**Cell area per tile**

14 x 21 tiles, from white (low) to dark blue (high), 0 to 100% covered.
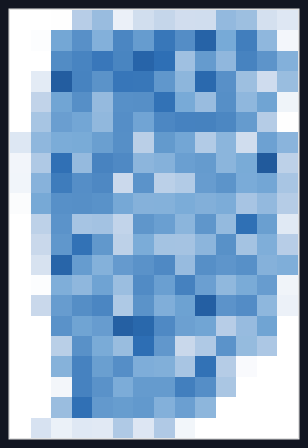
**Gate families picked out**

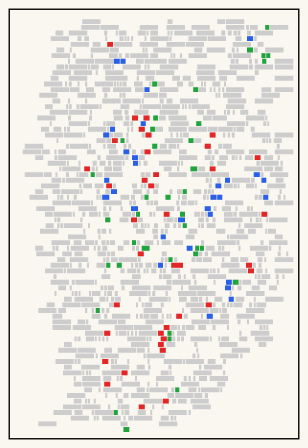
**Routing congestion**

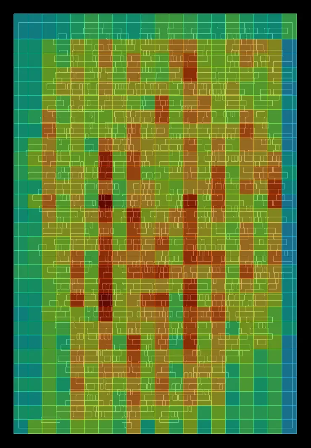
**Signal wires on met2**

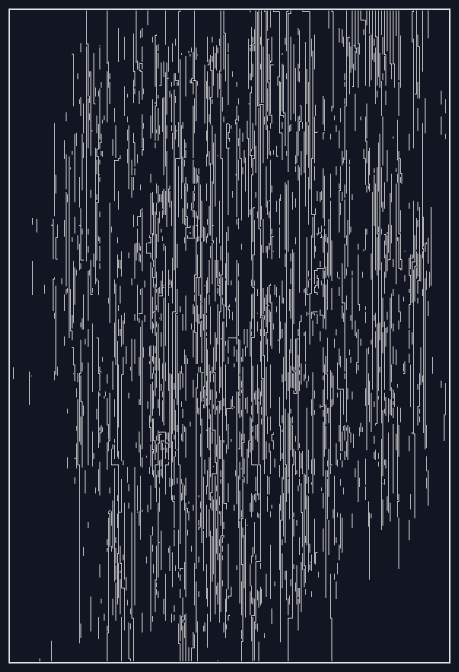
**Wiring by layer**

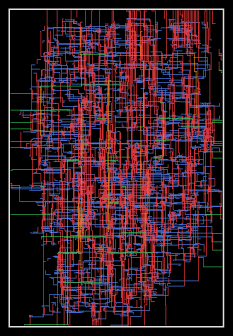
**src/rtl/tank_sprite_render_if.sv**
```systemverilog
// Object update port between game logic and the tank sprite renderer.
// master drives position/direction/enable requests; slave returns upd_ready.
interface tank_sprite_render_if;
  logic       upd_valid;
  logic       upd_ready;
  logic [1:0] upd_id;
  logic [9:0] upd_x;
  logic [9:0] upd_y;
  logic [1:0] upd_dir;
  logic       upd_en;

  modport master (
    output upd_valid, upd_id, upd_x,
    output upd_y, upd_dir, upd_en,
    input  upd_ready
  );

  modport slave (
    input  upd_valid, upd_id, upd_x,
    input  upd_y, upd_dir, upd_en,
    output upd_ready
  );
endinterface

```
**src/rtl/tank_sprite_render.sv**
```systemverilog
// Renders 2 ROM-backed 32x32 tank sprites and 2 solid bullets over a flat
// background, 3-cycle latency for colour and syncs.
// Ports: clk, RSTN (async, active-high), pixel_x/y + syncs from the timing
// generator, upd (slave modport) object updates, rom_addr/rom_data sprite
// ROM, rgb/hsync_out/vsync_out to the DAC, frame_start on commit.
module tank_sprite_render #(
  parameter int          H_VISIBLE    = 640,
  parameter int          V_VISIBLE    = 480,
  parameter int          TANK_SIZE    = 32,
  parameter int          BULLET_SIZE  = 4,
  parameter logic [11:0] BG_COLOR     = 12'h000,
  parameter logic [11:0] BULLET_COLOR = 12'hFF0,
  parameter logic [11:0] TRANS_COLOR  = 12'hF0F
) (
  input  logic                        clk,
  input  logic                        RSTN,
  input  logic [9:0]                  pixel_x,
  input  logic [9:0]                  pixel_y,
  input  logic                        hsync_in,
  input  logic                        vsync_in,
  tank_sprite_render_if.slave         upd,
  output logic [12:0]                 rom_addr,
  input  logic [11:0]                 rom_data,
  output logic [11:0]                 rgb,
  output logic                        hsync_out,
  output logic                        vsync_out,
  output logic                        frame_start
);

  logic [9:0] sh_x_q [4];
  logic [9:0] sh_y_q [4];
  logic [1:0] sh_d_q [4];
  logic [3:0] sh_en_q;
  logic [9:0] ac_x_q [4];
  logic [9:0] ac_y_q [4];
  logic [1:0] ac_d_q [4];
  logic [3:0] ac_en_q;

  logic vs_q, rdy_q;
  logic commit, acc;

  // Commit on vsync falling edge; the port stalls
  // for that one cycle so shadow and active never race.
  assign commit        = vs_q & ~vsync_in;
  assign upd.upd_ready = rdy_q & ~commit;
  assign acc           = upd.upd_valid & upd.upd_ready;
  assign frame_start   = commit;

  always_ff @(posedge clk or posedge RSTN) begin
    if (RSTN) begin
      vs_q    <= 1'b0;
      rdy_q   <= 1'b0;
      sh_en_q <= '0;
      ac_en_q <= '0;
      for (int i = 0; i < 4; i++) begin
        sh_x_q[i] <= '0;
        sh_y_q[i] <= '0;
        sh_d_q[i] <= '0;
        ac_x_q[i] <= '0;
        ac_y_q[i] <= '0;
        ac_d_q[i] <= '0;
      end
    end else begin
      vs_q  <= vsync_in;
      rdy_q <= 1'b1;
      if (acc) begin
        sh_x_q[upd.upd_id]  <= upd.upd_x;
        sh_y_q[upd.upd_id]  <= upd.upd_y;
        sh_d_q[upd.upd_id]  <= upd.upd_dir;
        sh_en_q[upd.upd_id] <= upd.upd_en;
      end
      if (commit) begin
        ac_en_q <= sh_en_q;
        for (int i = 0; i < 4; i++) begin
          ac_x_q[i] <= sh_x_q[i];
          ac_y_q[i] <= sh_y_q[i];
          ac_d_q[i] <= sh_d_q[i];
        end
      end
    end
  end

  // Wrapping 10-bit offsets: a single unsigned compare
  // clips objects that hang off any screen edge.
  logic [9:0]  dx [4];
  logic [9:0]  dy [4];
  logic [3:0]  hit;
  logic        vis_d;
  logic [12:0] rom_addr_d;

  always_comb begin
    hit = '0;
    for (int i = 0; i < 4; i++) begin
      dx[i] = pixel_x - ac_x_q[i];
      dy[i] = pixel_y - ac_y_q[i];
      if (i < 2)
        hit[i] = ac_en_q[i]
               && dx[i] < 10'(TANK_SIZE)
               && dy[i] < 10'(TANK_SIZE);
      else
        hit[i] = ac_en_q[i]
               && dx[i] < 10'(BULLET_SIZE)
               && dy[i] < 10'(BULLET_SIZE);
    end
    vis_d = pixel_x < 10'(H_VISIBLE)
         && pixel_y < 10'(V_VISIBLE);
  end

  always_comb begin
    rom_addr_d = '0;
    if (hit[0])
      rom_addr_d = {1'b0, ac_d_q[0],
                    dy[0][4:0], dx[0][4:0]};
    else if (hit[1])
      rom_addr_d = {1'b1, ac_d_q[1],
                    dy[1][4:0], dx[1][4:0]};
  end

  logic        vis1_q, bul1_q, tnk1_q, hs1_q, vs1_q;
  logic        vis2_q, bul2_q, tnk2_q, hs2_q, vs2_q;
  logic [12:0] rom_addr_q;
  logic [11:0] rgb_q, rgb_d;
  logic        hso_q, vso_q;

  // Transparent tank0 pixels fall to background, never to tank1.
  always_comb begin
    rgb_d = BG_COLOR;
    if (!vis2_q)
      rgb_d = 12'h000;
    else if (bul2_q)
      rgb_d = BULLET_COLOR;
    else if (tnk2_q && rom_data != TRANS_COLOR)
      rgb_d = rom_data;
  end

  always_ff @(posedge clk or posedge RSTN) begin
    if (RSTN) begin
      rom_addr_q <= '0;
      vis1_q <= 1'b0; bul1_q <= 1'b0; tnk1_q <= 1'b0;
      hs1_q  <= 1'b0; vs1_q  <= 1'b0;
      vis2_q <= 1'b0; bul2_q <= 1'b0; tnk2_q <= 1'b0;
      hs2_q  <= 1'b0; vs2_q  <= 1'b0;
      rgb_q  <= '0;
      hso_q  <= 1'b0;
      vso_q  <= 1'b0;
    end else begin
      rom_addr_q <= rom_addr_d;
      vis1_q <= vis_d;
      bul1_q <= hit[2] | hit[3];
      tnk1_q <= hit[0] | hit[1];
      hs1_q  <= hsync_in;
      vs1_q  <= vsync_in;
      vis2_q <= vis1_q;
      bul2_q <= bul1_q;
      tnk2_q <= tnk1_q;
      hs2_q  <= hs1_q;
      vs2_q  <= vs1_q;
      rgb_q  <= rgb_d;
      hso_q  <= hs2_q;
      vso_q  <= vs2_q;
    end
  end

  assign rom_addr  = rom_addr_q;
  assign rgb       = rgb_q;
  assign hsync_out = hso_q;
  assign vsync_out = vso_q;

endmodule

```
**src/flat_wrapper.sv**
```systemverilog
// flat-port wrapper written by rule: the top's interface ports become plain ports
module tank_sprite_render_flat 
#(
  parameter int          H_VISIBLE    = 640,
  parameter int          V_VISIBLE    = 480,
  parameter int          TANK_SIZE    = 32,
  parameter int          BULLET_SIZE  = 4,
  parameter logic [11:0] BG_COLOR     = 12'h000,
  parameter logic [11:0] BULLET_COLOR = 12'hFF0,
  parameter logic [11:0] TRANS_COLOR  = 12'hF0F
)
  (clk, RSTN, pixel_x, pixel_y, hsync_in, vsync_in, rom_addr, rom_data, rgb, hsync_out, vsync_out, frame_start, upd_upd_valid, upd_upd_id, upd_upd_x, upd_upd_y, upd_upd_dir, upd_upd_en, upd_upd_ready);
  tank_sprite_render_if upd_i ();
  input  logic clk;
  input  logic RSTN;
  input  logic [9:0] pixel_x;
  input  logic [9:0] pixel_y;
  input  logic hsync_in;
  input  logic vsync_in;
  output logic [12:0] rom_addr;
  input  logic [11:0] rom_data;
  output logic [11:0] rgb;
  output logic hsync_out;
  output logic vsync_out;
  output logic frame_start;
  input wire logic [$bits(upd_i.upd_valid)-1:0] upd_upd_valid;
  input wire logic [$bits(upd_i.upd_id)-1:0] upd_upd_id;
  input wire logic [$bits(upd_i.upd_x)-1:0] upd_upd_x;
  input wire logic [$bits(upd_i.upd_y)-1:0] upd_upd_y;
  input wire logic [$bits(upd_i.upd_dir)-1:0] upd_upd_dir;
  input wire logic [$bits(upd_i.upd_en)-1:0] upd_upd_en;
  output wire logic [$bits(upd_i.upd_ready)-1:0] upd_upd_ready;
  assign upd_i.upd_valid = upd_upd_valid;
  assign upd_i.upd_id = upd_upd_id;
  assign upd_i.upd_x = upd_upd_x;
  assign upd_i.upd_y = upd_upd_y;
  assign upd_i.upd_dir = upd_upd_dir;
  assign upd_i.upd_en = upd_upd_en;
  assign upd_upd_ready = upd_i.upd_ready;
  tank_sprite_render #(.H_VISIBLE(H_VISIBLE), .V_VISIBLE(V_VISIBLE), .TANK_SIZE(TANK_SIZE), .BULLET_SIZE(BULLET_SIZE), .BG_COLOR(BG_COLOR), .BULLET_COLOR(BULLET_COLOR), .TRANS_COLOR(TRANS_COLOR)) u_core (.clk(clk), .RSTN(RSTN), .pixel_x(pixel_x), .pixel_y(pixel_y), .hsync_in(hsync_in), .vsync_in(vsync_in), .upd(upd_i), .rom_addr(rom_addr), .rom_data(rom_data), .rgb(rgb), .hsync_out(hsync_out), .vsync_out(vsync_out), .frame_start(frame_start));
endmodule
```
**config.mk**
```make
export PLATFORM = sky130hd
export DESIGN_NAME = tank_sprite_render_flat
export DESIGN_NICKNAME = d
export VERILOG_FILES = /design/src/rtl/tank_sprite_render_if.sv /design/src/rtl/tank_sprite_render.sv /design/src/flat_wrapper.sv
export SDC_FILE = /design/constraint.sdc
export NUM_CORES = 1
export LEC_CHECK = 0
export CORE_ASPECT_RATIO = 1.5
export CORE_MARGIN = 2
export CORE_UTILIZATION = 40
export DETAILED_ROUTE_END_ITERATION = 7
export DONT_BUFFER_PORTS = 1
export MAX_ROUTING_LAYER = met4
export PLACE_DENSITY = 0.55
export SKIP_CTS_REPAIR_TIMING = 1
export SLEW_MARGIN = 20
export SYNTH_ARGS = -nofsm -noshare
export SYNTH_HDL_FRONTEND = slang
export SYNTH_SLANG_ARGS = --single-unit
```
**constraint.sdc**
```tcl
create_clock -name clk -period 13.7 [get_ports clk]
set_input_delay 2.055 -clock clk [delete_from_list [all_inputs] [get_ports clk]]
set_output_delay 2.055 -clock clk [all_outputs]
set_load 0.01 [all_outputs]
```
==> impl_metrics.ini <==
; implementation run metrics
[drt]
top_layer = met4
drt_first_pass_iters = 7
ant_nets = 0
drcViolationCount = 0
drt_iter0_drc = 429
wl_met2_mm = 13.91

[cells_and_area]
nClkBuffers = 34
lay_top_count = dfrtp_1
drive_gt1_share_pct = 14.71
final_area_sq_mm = 0.01196
fin_nets = 1167
clock_area_share_pct = 6.370
diodes = 0
buf_share_pct = 0.5648
nNonClkBuffers = 9

[final_timing]
slew_headroom_pct = 37.03
period_used_pct = 36.23
worst_slack_ps = 8736
min_period_ps = 4964

[placed_design]
place_congestion = 0.8602
dp_cells = 1345

[power_and_ir_drop]
switching_share_pct = 30.33
power_combinational_mw = 0.505
p_clk_mw = 0.631
power_frac_seq_pct = 41.5
leakage_nw = 5.493
powerDensity_mw_per_mm2 = 162.4
p_comb_share_pct = 26.0
vdd_drop_max_mv = 0.08535
intPower_mw = 1.354

[die]
chipArea_sq_mm = 0.02843
row_count = 73
die_y_microns = 205.5

[synth]
synthAoiAreaFrac_pct = 10.72
ys_ff = 214
synthTopLogicFamily = simple AND/OR/NAND/NOR gates
adder_share_pct = 8.596
yosysTopAreaCell = dfrtp_1
ys_cells = 1034
ys_sh_simple_pct = 13.46
synth_nets = 1168
ys_sh_xor_pct = 2.992
ys_sh_mux_pct = 10.77
synth.distinct_cells = 65
edf_count = 0

[critical_path]
path_cells = nand2b_1 -> buf_4 -> inv_4
cp.depth = 3
reg2reg_depth = 10
cp_num_buf_inv = 2
start_kind = input pin
worstSetupEndpoint = frame_start
endpoint_kind = output pin
max_stage_delay_ps = 500
cp-startpoint = vsync_in

[clock_network]
cts.sinks = 214
cts_buffers = 23
clk_pin_slew_ps = 60
cts_buffer_depth = 3
ctsRootBufferMaster = clkbuf_16

[global_route]
use_met1_pct = 21.76

[hold_path]
min_to = u_core.vis2_q$_DFF_PP0_
hold_path_depth = 0
min_from = u_core.vis1_q$_DFF_PP0_

[outcome]
status = finished, final reports clean

[job]
maxCapViolations = 0
About 'cell area per tile':
fullest tile: 83%
mean over tiles: 41%
densest ninth of the die: north
tiles over 75% full: 3.4%
emptiest ninth of the die: south-east
fin util: 45.01%
core area: 0.02658 sq mm
fp util: 40.74%

About 'gate families picked out':
legend:
  red:
    family: XOR/XNOR gates
    cells: 37
    most_used: xor2_1
  blue:
    family: AND-OR and OR-AND gates
    cells: 31
    most_used: a21o_1
  green:
    family: AND and OR gates
    cells: 37
    most_used: or4_1
logic share of the area: 42.31%
final cell count without fillers: 1,384

About 'routing congestion':
GRT met3 Usage: 2.513%
met2 global-route usage: 34.53%
GRT Total Usage: 19.13%
busiest layer in global routing: met2

About 'signal wires on met2':
nets with wire on the layer: 968
wire length on this layer: 13,900 microns
Routed WL: 26.10 mm
vias: 7,370

About 'wiring by layer':
legend:
  red:
    layer: met2
    wire_length: 13,900 microns
  green:
    layer: met3
    wire_length: 873 microns
  orange:
    layer: met4
    wire_length: 818 microns
  blue:
    layer: met1
    wire_length: 10,500 microns
Routed WL per cell: 18.85 microns

## cell families after synthesis
logic type	count (synthesis)
other cells	1
mux	105
compound gates	193
flops	214
buf+inv	111
fa+ha+maj	72
simple gates	301
xor+xnor	37
## synthesized netlist by cell type, drive strengths merged (4+ instances only)
cell / n
ha: 68
inv: 75
o2111ai: 7
fa: 4
clkbuf: 31
mux2: 92
a21o: 10
o31a: 5
nand2b: 11
nand2: 161
a31o: 5
nand3: 8
nor2: 25
dfrtp: 214
xor2: 22
o21ai: 89
mux2i: 13
nand4: 4
or2: 7
a21oi: 42
o21a: 4
or4: 13
nor4b: 4
a31oi: 4
buf: 4
nor3: 18
xnor2: 15
nor2b: 15
nor4: 6
and2: 8
nand3b: 5
